--- src/rtl/req_ack_target.sv ---
// Bus endpoint behind the two-client req/ack arbiter: runs READ/ADD/CLEAR/COUNT on per-client state.
// Optional macro REQ_ACK_TARGET_DROP_CHECK_EN: a request dropped during BUSY aborts it and sets prot_err.
module req_ack_target #(
  parameter int REQ_DATA_WIDTH = 8,
  parameter int ACK_DATA_WIDTH = 8,
  parameter int LATENCY        = 2
) (
  input  logic                      clk,
  input  logic                      rst,
  input  logic                      winner_req,
  input  logic [REQ_DATA_WIDTH:0]   winner_data_req,
  output logic                      winner_ack,
  output logic [ACK_DATA_WIDTH-1:0] winner_data_ack,
  output logic                      busy,
  output logic                      prot_err
);

  localparam int LW = (LATENCY > 1) ? $clog2(LATENCY) : 1;

  typedef enum logic [1:0] {IDLE, BUSY, ACK, WAIT_LOW} state_t;

  state_t                    state, state_d;
  logic [LW-1:0]             lat, lat_d;
  logic [REQ_DATA_WIDTH:0]   cmd, cmd_d;
  logic [ACK_DATA_WIDTH-1:0] acc [2];
  logic [ACK_DATA_WIDTH-1:0] acc_d [2];
  logic [ACK_DATA_WIDTH-1:0] cnt [2];
  logic [ACK_DATA_WIDTH-1:0] cnt_d [2];
  logic                      ack_d;
  logic [ACK_DATA_WIDTH-1:0] data_d;
  logic                      drop;
  logic                      cid;
  logic [1:0]                opcode;
  logic [ACK_DATA_WIDTH-1:0] operand;
  logic [ACK_DATA_WIDTH-1:0] cnt_inc;

`ifdef REQ_ACK_TARGET_DROP_CHECK_EN
  assign drop = ~winner_req;

  always_ff @(posedge clk or posedge rst) begin
    if (rst)
      prot_err <= 1'b0;
    else if (state == BUSY && !winner_req)
      prot_err <= 1'b1;
  end
`else
  assign drop     = 1'b0;
  assign prot_err = 1'b0;
`endif

  assign busy = (state != IDLE);

  always_comb begin
    cid     = cmd[REQ_DATA_WIDTH];
    opcode  = cmd[REQ_DATA_WIDTH-1:REQ_DATA_WIDTH-2];
    operand = '0;
    operand[REQ_DATA_WIDTH-3:0] = cmd[REQ_DATA_WIDTH-3:0];
    // Saturating increment; COUNT reports this post-increment value.
    cnt_inc = (cnt[cid] == '1) ? cnt[cid] : cnt[cid] + ACK_DATA_WIDTH'(1);
  end

  always_comb begin
    state_d = state;
    lat_d   = lat;
    cmd_d   = cmd;
    acc_d   = acc;
    cnt_d   = cnt;
    ack_d   = 1'b0;
    data_d  = '0;
    case (state)
      IDLE: begin
        if (winner_req) begin
          cmd_d   = winner_data_req;
          lat_d   = LW'(LATENCY - 1);
          state_d = BUSY;
        end
      end
      BUSY: begin
        if (drop) begin
          state_d = IDLE;
        end else if (lat != '0) begin
          lat_d = lat - LW'(1);
        end else begin
          cnt_d[cid] = cnt_inc;
          ack_d      = 1'b1;
          state_d    = ACK;
          case (opcode)
            2'b00: data_d = acc[cid];
            2'b01: begin
              acc_d[cid] = acc[cid] + operand;
              data_d     = acc[cid] + operand;
            end
            2'b10: begin
              data_d     = acc[cid];
              acc_d[cid] = '0;
            end
            default: data_d = cnt_inc;
          endcase
        end
      end
      ACK:      state_d = winner_req ? WAIT_LOW : IDLE;
      WAIT_LOW: if (!winner_req) state_d = IDLE;
      default:  state_d = IDLE;
    endcase
  end

  always_ff @(posedge clk or posedge rst) begin
    if (rst) begin
      state           <= IDLE;
      lat             <= '0;
      cmd             <= '0;
      acc             <= '{'0, '0};
      cnt             <= '{'0, '0};
      winner_ack      <= 1'b0;
      winner_data_ack <= '0;
    end else begin
      state           <= state_d;
      lat             <= lat_d;
      cmd             <= cmd_d;
      acc             <= acc_d;
      cnt             <= cnt_d;
      winner_ack      <= ack_d;
      winner_data_ack <= data_d;
    end
  end

endmodule
--- config.mk ---
export PLATFORM = sky130hd
export DESIGN_NAME = req_ack_target
export DESIGN_NICKNAME = d
export VERILOG_FILES = /design/src/rtl/req_ack_target.sv
export SDC_FILE = /design/constraint.sdc
export NUM_CORES = 1
export LEC_CHECK = 0
export CORE_ASPECT_RATIO = 0.7
export CORE_UTILIZATION = 40
export CTS_BUF_LIST = sky130_fd_sc_hd__clkbuf_8
export CTS_CLUSTER_DIAMETER = 100
export DETAILED_ROUTE_END_ITERATION = 10
export GPL_ROUTABILITY_DRIVEN = 0
export GPL_TIMING_DRIVEN = 0
export MAX_ROUTING_LAYER = met4
export SETUP_SLACK_MARGIN = 0.5
export SLEW_MARGIN = 15
export SYNTH_ARGS = -nofsm -noshare
export SYNTH_HDL_FRONTEND = slang
export SYNTH_SLANG_ARGS = --single-unit
--- constraint.sdc ---
create_clock -name clk -period 6.6 [get_ports clk]
set_input_delay 0.99 -clock clk [delete_from_list [all_inputs] [get_ports clk]]
set_output_delay 0.99 -clock clk [all_outputs]
set_load 0.02 [all_outputs]
==> run_1/layer_met1.png <==
The bar under the picture is 20 um long.
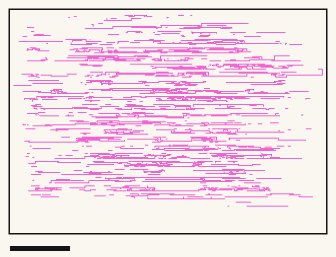
longest straight run = 39.1 um
main direction = horizontal
share of all routed wire = 56%
nets with wire on the layer = 307
routed wire length: 6.745 mm
via count: 2,195
met1 Usage GRT: 30.52%

==> run_1/flops_by_reg.png <==
The bar under the picture is 20 um long.
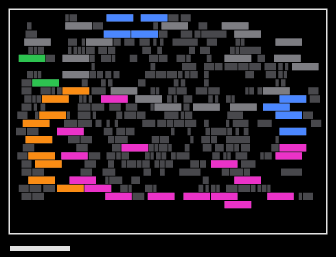
blue -> winner_data_ack  # sequential cells 8
green -> state  # sequential cells 2
orange -> cmd  # sequential cells 9
magenta -> acc  # sequential cells 16
proportion of cell area occupied by registers: 38.34%
power drawn by the sequential cells: 0.540 mW
Core Util, Final: 47.48%
storage element area: 1326 um^2

==> impl_metrics.py, run 1 <==
# Synthesis and PnR figures
metrics = {
    "status": {
        "outcome": "complete, no violations",
    },
    "synth": {
        "netlist_top_cells_area": "sky130_fd_sc_hd__dfrtp_1 44%, sky130_fd_sc_hd__mux2_2 8.9%, sky130_fd_sc_hd__ha_1 4.6%, sky130_fd_sc_hd__nand2_1 4.1%, sky130_fd_sc_hd__mux2i_1 2.7%",
        "fp_nets": 308,
        "synth_dominant_cell_count": "sky130_fd_sc_hd__dfrtp_1",
        "synth_top_flop_cell": "sky130_fd_sc_hd__dfrtp_1",
        "asr_flop_ratio_synth_pct": 100.0,
        "ys_top_cells_by_count": "53 x sky130_fd_sc_hd__dfrtp_1, 33 x sky130_fd_sc_hd__nand2_1, 24 x sky130_fd_sc_hd__mux2_2",
        "syn-instance-count": 284,
        "netlist-cell-type-count": 56,
        "postSynthAreaPerCell_um2": 10.64,
        "edf_count": 0,
        "seq_area_frac_synth_pct": 43.91,
        "post-synth-top-area-cell": "sky130_fd_sc_hd__dfrtp_1",
        "synth_flops": 53,
        "synth.yosys.num_cells": 284,
    },
    "min_path": {
        "min_delay_path_depth": 2,
        "worst_hold_startpoint": "acc[1]$_DFFE_PP0P_",
        "worstHoldEndpoint": "acc[1]$_DFFE_PP0P_",
    },
    "worst_setup_path": {
        "source_of_the_critical_timing_path": "cmd[8]$_DFFE_PP0P_",
        "regToRegStartpoint": "cmd[8]$_DFFE_PP0P_",
        "end_kind": "flop",
        "cp.required_ps": 6780,
        "ff2ff_path_depth": 10,
        "cp-start-kind": "flop",
        "crit-reg2reg-capture": "winner_data_ack[6]$_DFF_PP0_",
        "crit_type": "reg -> reg",
    },
    "finish": {
        "combinational_gate_area_um2": 1573,
        "top_area_cell_class": "logic gates",
        "n_all_buffers": 37,
        "n_multi_input_combinational_cell": 208,
        "design.final.nets": 337,
        "num-clock-buffers": 5,
        "layout_top_cell_excl_fill_tap": "sky130_fd_sc_hd__dfrtp_1",
        "num-fill-cells": 705,
        "layout_top_registers": "acc (16), cnt (16), cmd (9)",
        "final-nonclk-buf-share_pct": 9.295,
        "most-common-layout-cells": "53 x sky130_fd_sc_hd__dfrtp_1, 33 x sky130_fd_sc_hd__nand2_1, 24 x sky130_fd_sc_hd__mux2_2",
        "drive_above_1_share_pct": 18.47,
        "area_growth_syn_to_layout_pct": 14.54,
        "clk_share_pct": 2.495,
        "comb_area_share_pct": 45.46,
    },
    "cts": {
        "cts.reportedPaths.clkPinSlew_ps": 100,
        "cts_tree": "done",
        "post-cts-setup-buffers": 0,
        "cts-root-buf": "sky130_fd_sc_hd__clkbuf_8",
        "cts.repair.resized": 0,
        "cts_max_level": 2,
        "numClockSinks": 53,
        "clk_latency_ps": 310,
    },
    "place": {
        "detail_placement_hpwl_mm": 5.189,
        "place.port_buffers": 21,
    },
    "final_timing": {
        "final_hold_viol_count": 0,
        "final-setup-viol-count": 0,
        "slew_viol_final": 0,
        "max_slew.worst_pin.slew_ps": 526.1,
        "final.period_utilization_pct": 49.02,
        "final.setup_skew_ps": 9.568,
        "postLayoutSetupSlackWorst_ps": 3365,
        "final.setup.tns_ps": 0,
    },
    "floorplanning": {
        "die-area_um2": 7908,
        "chipHeight_um": 74.71,
        "die_x_um": 105.9,
        "io_pins": 23,
        "rows": 26,
        "well_tap_count": 98,
        "core_area_um2": 7287,
    },
    "global_route": {
        "grt_pass1_vias": 2136,
        "grt_first_pass_wirelength_mm": 11.32,
        "globalRouteOverflowTotal": 0,
        "antenna_violations_before_repair": 0,
    },
    "flow_run": {
        "cap_violations": 0,
        "stage_log_warnings": 29,
    },
    "power": {
        "ir_drop_mv": 0.2280,
        "power.density_nw_per_um2": 490.0,
    },
    "route": {
        "drt_pre_antenna_iters": 4,
        "route.detailed.vias_per_inst": 5.328,
    },
}
==> run_1/metal_density.png <==
The bar under the picture is 20 um long. 21 x 15 tiles, from dark blue (low) to red (high), scaled to the fullest tile. Values are wire area over tile area, all layers added.
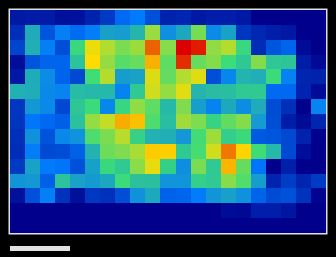
mean over tiles = 0.13
fullest tile = 0.45
nearly empty tiles = 17%
densest ninth of the die = centre
tiles over half the peak = 21%
routed length per placed instance: 16.37 um
global-route total usage across every layer: 19.70%

-- run 1: worst max-delay path: stages (launching register included) --
cell	delay [ps]
sky130_fd_sc_hd__dfrtp_1	420
sky130_fd_sc_hd__buf_6	190
sky130_fd_sc_hd__buf_2	310
sky130_fd_sc_hd__mux2_2	400
sky130_fd_sc_hd__ha_1	230
sky130_fd_sc_hd__fa_1	450
sky130_fd_sc_hd__a211oi_1	250
sky130_fd_sc_hd__o21ai_0	180
sky130_fd_sc_hd__mux2i_1	180
sky130_fd_sc_hd__nand2_1	70
sky130_fd_sc_hd__a221oi_1	420
-- run 1: power by group --
part | total [mW] | internal (mW) | switching, mW
registers | 0.540 | 0.442 | 0.0981
logic | 0.970 | 0.426 | 0.545
clock network | 0.185 | 0.0744 | 0.111
total | 1.70 | 0.942 | 0.754
-- run 1: metrics by stage --
step | cell area [um^2] | utilization [%] | power [mW] | cells | hold slack [ps]
detailed placement | 3373 | 46.29 | 1.510 | 404 | 465.5
finish | 3460 | 47.48 | 1.695 | 412 | 485.9
global placement | 3353 | 46.02 | 1.494 | 403 | 457.5
global route | 3460 | 47.48 | 1.846 | 412 | 521.6
floorplan | 3020 | - | 1.250 | 284 | 442.9
CTS | 3460 | 47.48 | 1.701 | 412 | 486.2
-- run 1: per-layer routing --
metal / global-route usage, % / wire length, um / up-vias
met5: - / 0 / -
met1: 30.52 / 3745 / 1062
met3: 4.156 / 315 / 4
met4: 3.241 / 44 / 0
li1: - / - / 1082
met2: 26.07 / 2639 / 47
-- run 1: cell families after synthesis --
logic type,count (synthesis),synth area share [%]
other cells,1,0.1242
buf+inv,23,4.018
fa+ha+maj,12,5.220
simple gates,72,13.21
xor+xnor,13,3.770
compound gates,77,17.40
mux,33,12.34
flops,53,43.91
## Run 2: what changed since run 1
==> constraint.sdc (replaced) <==
create_clock -name clk -period 2.6 [get_ports clk]
set_input_delay 0.39 -clock clk [delete_from_list [all_inputs] [get_ports clk]]
set_output_delay 0.39 -clock clk [all_outputs]
set_load 0.02 [all_outputs]
==> run_2/layer_met1.png <==
The bar under the picture is 20 um long.
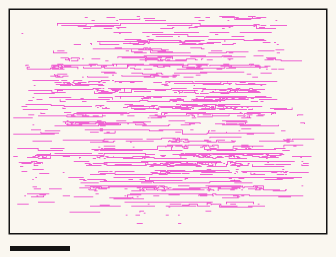
routed wire length: 7.130 mm
via count: 2,334
met1 Usage GRT: 28.53%

==> run_2/clocks.png <==
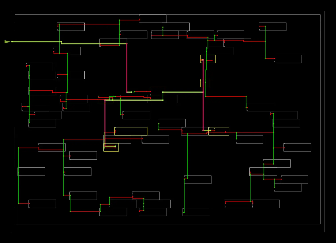
clock network latency to the later pin of the worst-skew pair: 320 ps
clock tree buffer count of the final layout: 5
CTS Buf Count: 5
final setup skew: 11.44 ps

==> run_2/flops_by_reg.png <==
The bar under the picture is 20 um long.
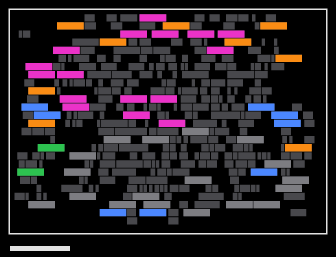
green -> state  # sequential cells 2
orange -> cmd  # sequential cells 9
magenta -> acc  # sequential cells 16
blue -> winner_data_ack  # sequential cells 8
not coloured = 18
power drawn by the sequential cells: 1.37 mW
Core Util, Final: 55.05%
proportion of cell area occupied by registers: 33.06%

==> impl_metrics.py, run 2 <==
# Synthesis and PnR figures
metrics = {
    "synth": {
        "seq_area_frac_synth_pct": 43.91,
        "simple_gate_area_share_pct": 13.21,
        "fp_nets": 308,
        "syn-instance-count": 284,
        "netlist_top_cells_area": "sky130_fd_sc_hd__dfrtp_1 44%, sky130_fd_sc_hd__mux2_2 8.9%, sky130_fd_sc_hd__ha_1 4.6%, sky130_fd_sc_hd__nand2_1 4.1%, sky130_fd_sc_hd__mux2i_1 2.7%",
        "synth_top_flop_cell": "sky130_fd_sc_hd__dfrtp_1",
        "synth.cellmix.compoundShare_pct": 17.40,
        "ys_top_cells_by_count": "53 x sky130_fd_sc_hd__dfrtp_1, 33 x sky130_fd_sc_hd__nand2_1, 24 x sky130_fd_sc_hd__mux2_2",
        "asr_flop_ratio_synth_pct": 100.0,
        "netlist-cell-type-count": 56,
        "ys_sh_mux_pct": 12.34,
        "post_synth_xor_area_fraction_pct": 3.770,
        "post-synth-top-area-cell": "sky130_fd_sc_hd__dfrtp_1",
        "synth_dominant_cell_count": "sky130_fd_sc_hd__dfrtp_1",
        "synth_flops": 53,
        "synth.yosys.num_cells": 284,
    },
    "worst_setup_path": {
        "slowest_stage": "sky130_fd_sc_hd__a2111o_1",
        "critical_path.max_stage_delay_ps": 430,
        "worstPathMaxFanout": 10,
        "regToRegStartpoint": "cmd[8]$_DFFE_PP0P_",
        "cp.buffers_inverters": 4,
        "critPathTopFamily": "AND-OR/OR-AND gates",
        "timing.critical_path.depth": 11,
        "cp-start-kind": "flop",
        "crit_type": "reg -> reg",
        "ff2ff_path_depth": 11,
        "timing.critical_path.cells": "buf_6 > buf_8 > buf_12 > mux2_4 > ha_4 > nand4_1 > buf_4 > a2111o_1 > nand3_2 > o21ai_2 > a221oi_2",
        "end_kind": "flop",
        "crit-reg2reg-capture": "winner_data_ack[7]$_DFF_PP0_",
        "cp.required_ps": 2820,
    },
    "power": {
        "pwr-share-clk_pct": 10.6,
        "power.density_nw_per_um2": 1366,
        "p_sw_mw": 2.349,
        "pg_comb_mw": 3.53,
        "sw_frac_of_total_pct": 42.87,
        "top_power_group": "combinational logic",
        "pg_clk_mw": 0.582,
        "internal_power_mw": 3.131,
        "combinationalPowerShare_pct": 64.5,
        "ir_drop_mv": 0.4932,
    },
    "final_timing": {
        "final.period_utilization_pct": 95.94,
        "postLayoutSetupSlackWorst_ps": 105.6,
        "max_slew.worst_pin.slew_ps": 693.3,
        "final-setup-viol-count": 0,
        "slew_viol_final": 0,
        "final_hold_viol_count": 0,
    },
    "place": {
        "place.port_buffers": 21,
        "post_dp_cell_area_um2": 3508,
        "detail_placement_hpwl_mm": 5.132,
    },
    "cts": {
        "cts_max_level": 2,
        "numClockSinks": 53,
        "cts_max_path_buffers": 2,
        "cts_tree": "done",
        "cts-root-buf": "sky130_fd_sc_hd__clkbuf_8",
        "cts.reportedPaths.clkPinSlew_ps": 110,
    },
    "route": {
        "drt_pre_antenna_iters": 4,
        "route.detailed.vias_per_inst": 5.441,
        "wire_per_inst_um": 16.62,
    },
    "floorplanning": {
        "io_pins": 23,
        "chipHeight_um": 74.71,
        "floorplan.initialDensity_pct": 41.45,
        "die_x_um": 105.9,
        "die-area_um2": 7908,
        "rows": 26,
        "core_area_um2": 7287,
    },
    "flow_run": {
        "stage_log_warnings": 32,
        "cap_violations": 0,
    },
    "status": {
        "outcome": "complete, no violations",
    },
    "finish": {
        "drive_above_1_share_pct": 36.86,
        "design.final.nets": 354,
        "layout_top_registers": "acc (16), cnt (16), cmd (9)",
        "layout_top_cell_excl_fill_tap": "sky130_fd_sc_hd__dfrtp_1",
        "area_growth_syn_to_layout_pct": 32.81,
        "most-common-layout-cells": "53 x sky130_fd_sc_hd__dfrtp_1, 33 x sky130_fd_sc_hd__nand2_1, 21 x sky130_fd_sc_hd__clkdlybuf4s50_1",
        "num-fill-cells": 636,
        "postLayoutCellArea_um2": 4011,
    },
    "global_route": {
        "antenna_violations_before_repair": 0,
        "grt_use_total_pct": 19.31,
        "globalRouteOverflowTotal": 0,
        "grt_pass1_vias": 2157,
        "grt_first_pass_wirelength_mm": 11.23,
    },
}
==> run 2: cell counts after synthesis <==
Identical to the previous run, type by type.
==> run 2: final cells by class <==
class,instances,area [um^2],area share (%)
inverter,8,30.03,0.7486
tap,98,122.6,3.057
sequential,53,1326,33.06
timing repair buffer,39,381.6,9.513
buffer,15,117.6,2.932
clock buffer,5,68.82,1.716
multi-input combinational,208,1921,47.88
clock inverter,3,43.79,1.092
==> run 2: worst max-delay path by stage <==
stage,startpoint,slack [ps],end
after floorplan,cmd[8]$_DFFE_PP0P_,210,acc[12]$_DFFE_PP0P_
after global placement,rst,-130,cmd[6]$_DFFE_PP0P_
after detailed placement,cmd[8]$_DFFE_PP0P_,-70,winner_data_ack[4]$_DFF_PP0_
after CTS,cmd[8]$_DFFE_PP0P_,120,acc[4]$_DFFE_PP0P_
after global routing,cmd[8]$_DFFE_PP0P_,-5,winner_data_ack[7]$_DFF_PP0_
final,cmd[8]$_DFFE_PP0P_,110,winner_data_ack[7]$_DFF_PP0_
==> run 2: what timing repair did <==
item | CTS | global route
pin swaps | 22 | 7
gates resized | 30 | 17
buffers inserted | 13 | 4
setup endpoints to repair | 32 | 40
==> run 2: through the flow <==
step	total power [mW]	hold slack (ps)	util, %	TNS, ps	std cells
floorplan	3.490	444.4	-	0	284
global placement	4.128	457.4	47.87	-6996	403
detailed placement	4.168	465.5	48.15	-92.65	404
CTS	5.250	439.0	53.50	0	425
global route	5.836	485.6	55.05	-6.234	429
finish	5.480	423.1	55.05	0	429
==> run 2: per-layer routing <==
metal	part of all wire [%]	routed length, um	GRT usage (%)
met1	55	3900	28.53
met2	40	2871	27.23
met3	3.7	266	3.117
met4	1.3	91	5.247
met5	0	0	-
Power is estimated from default activity; no workload was simulated.
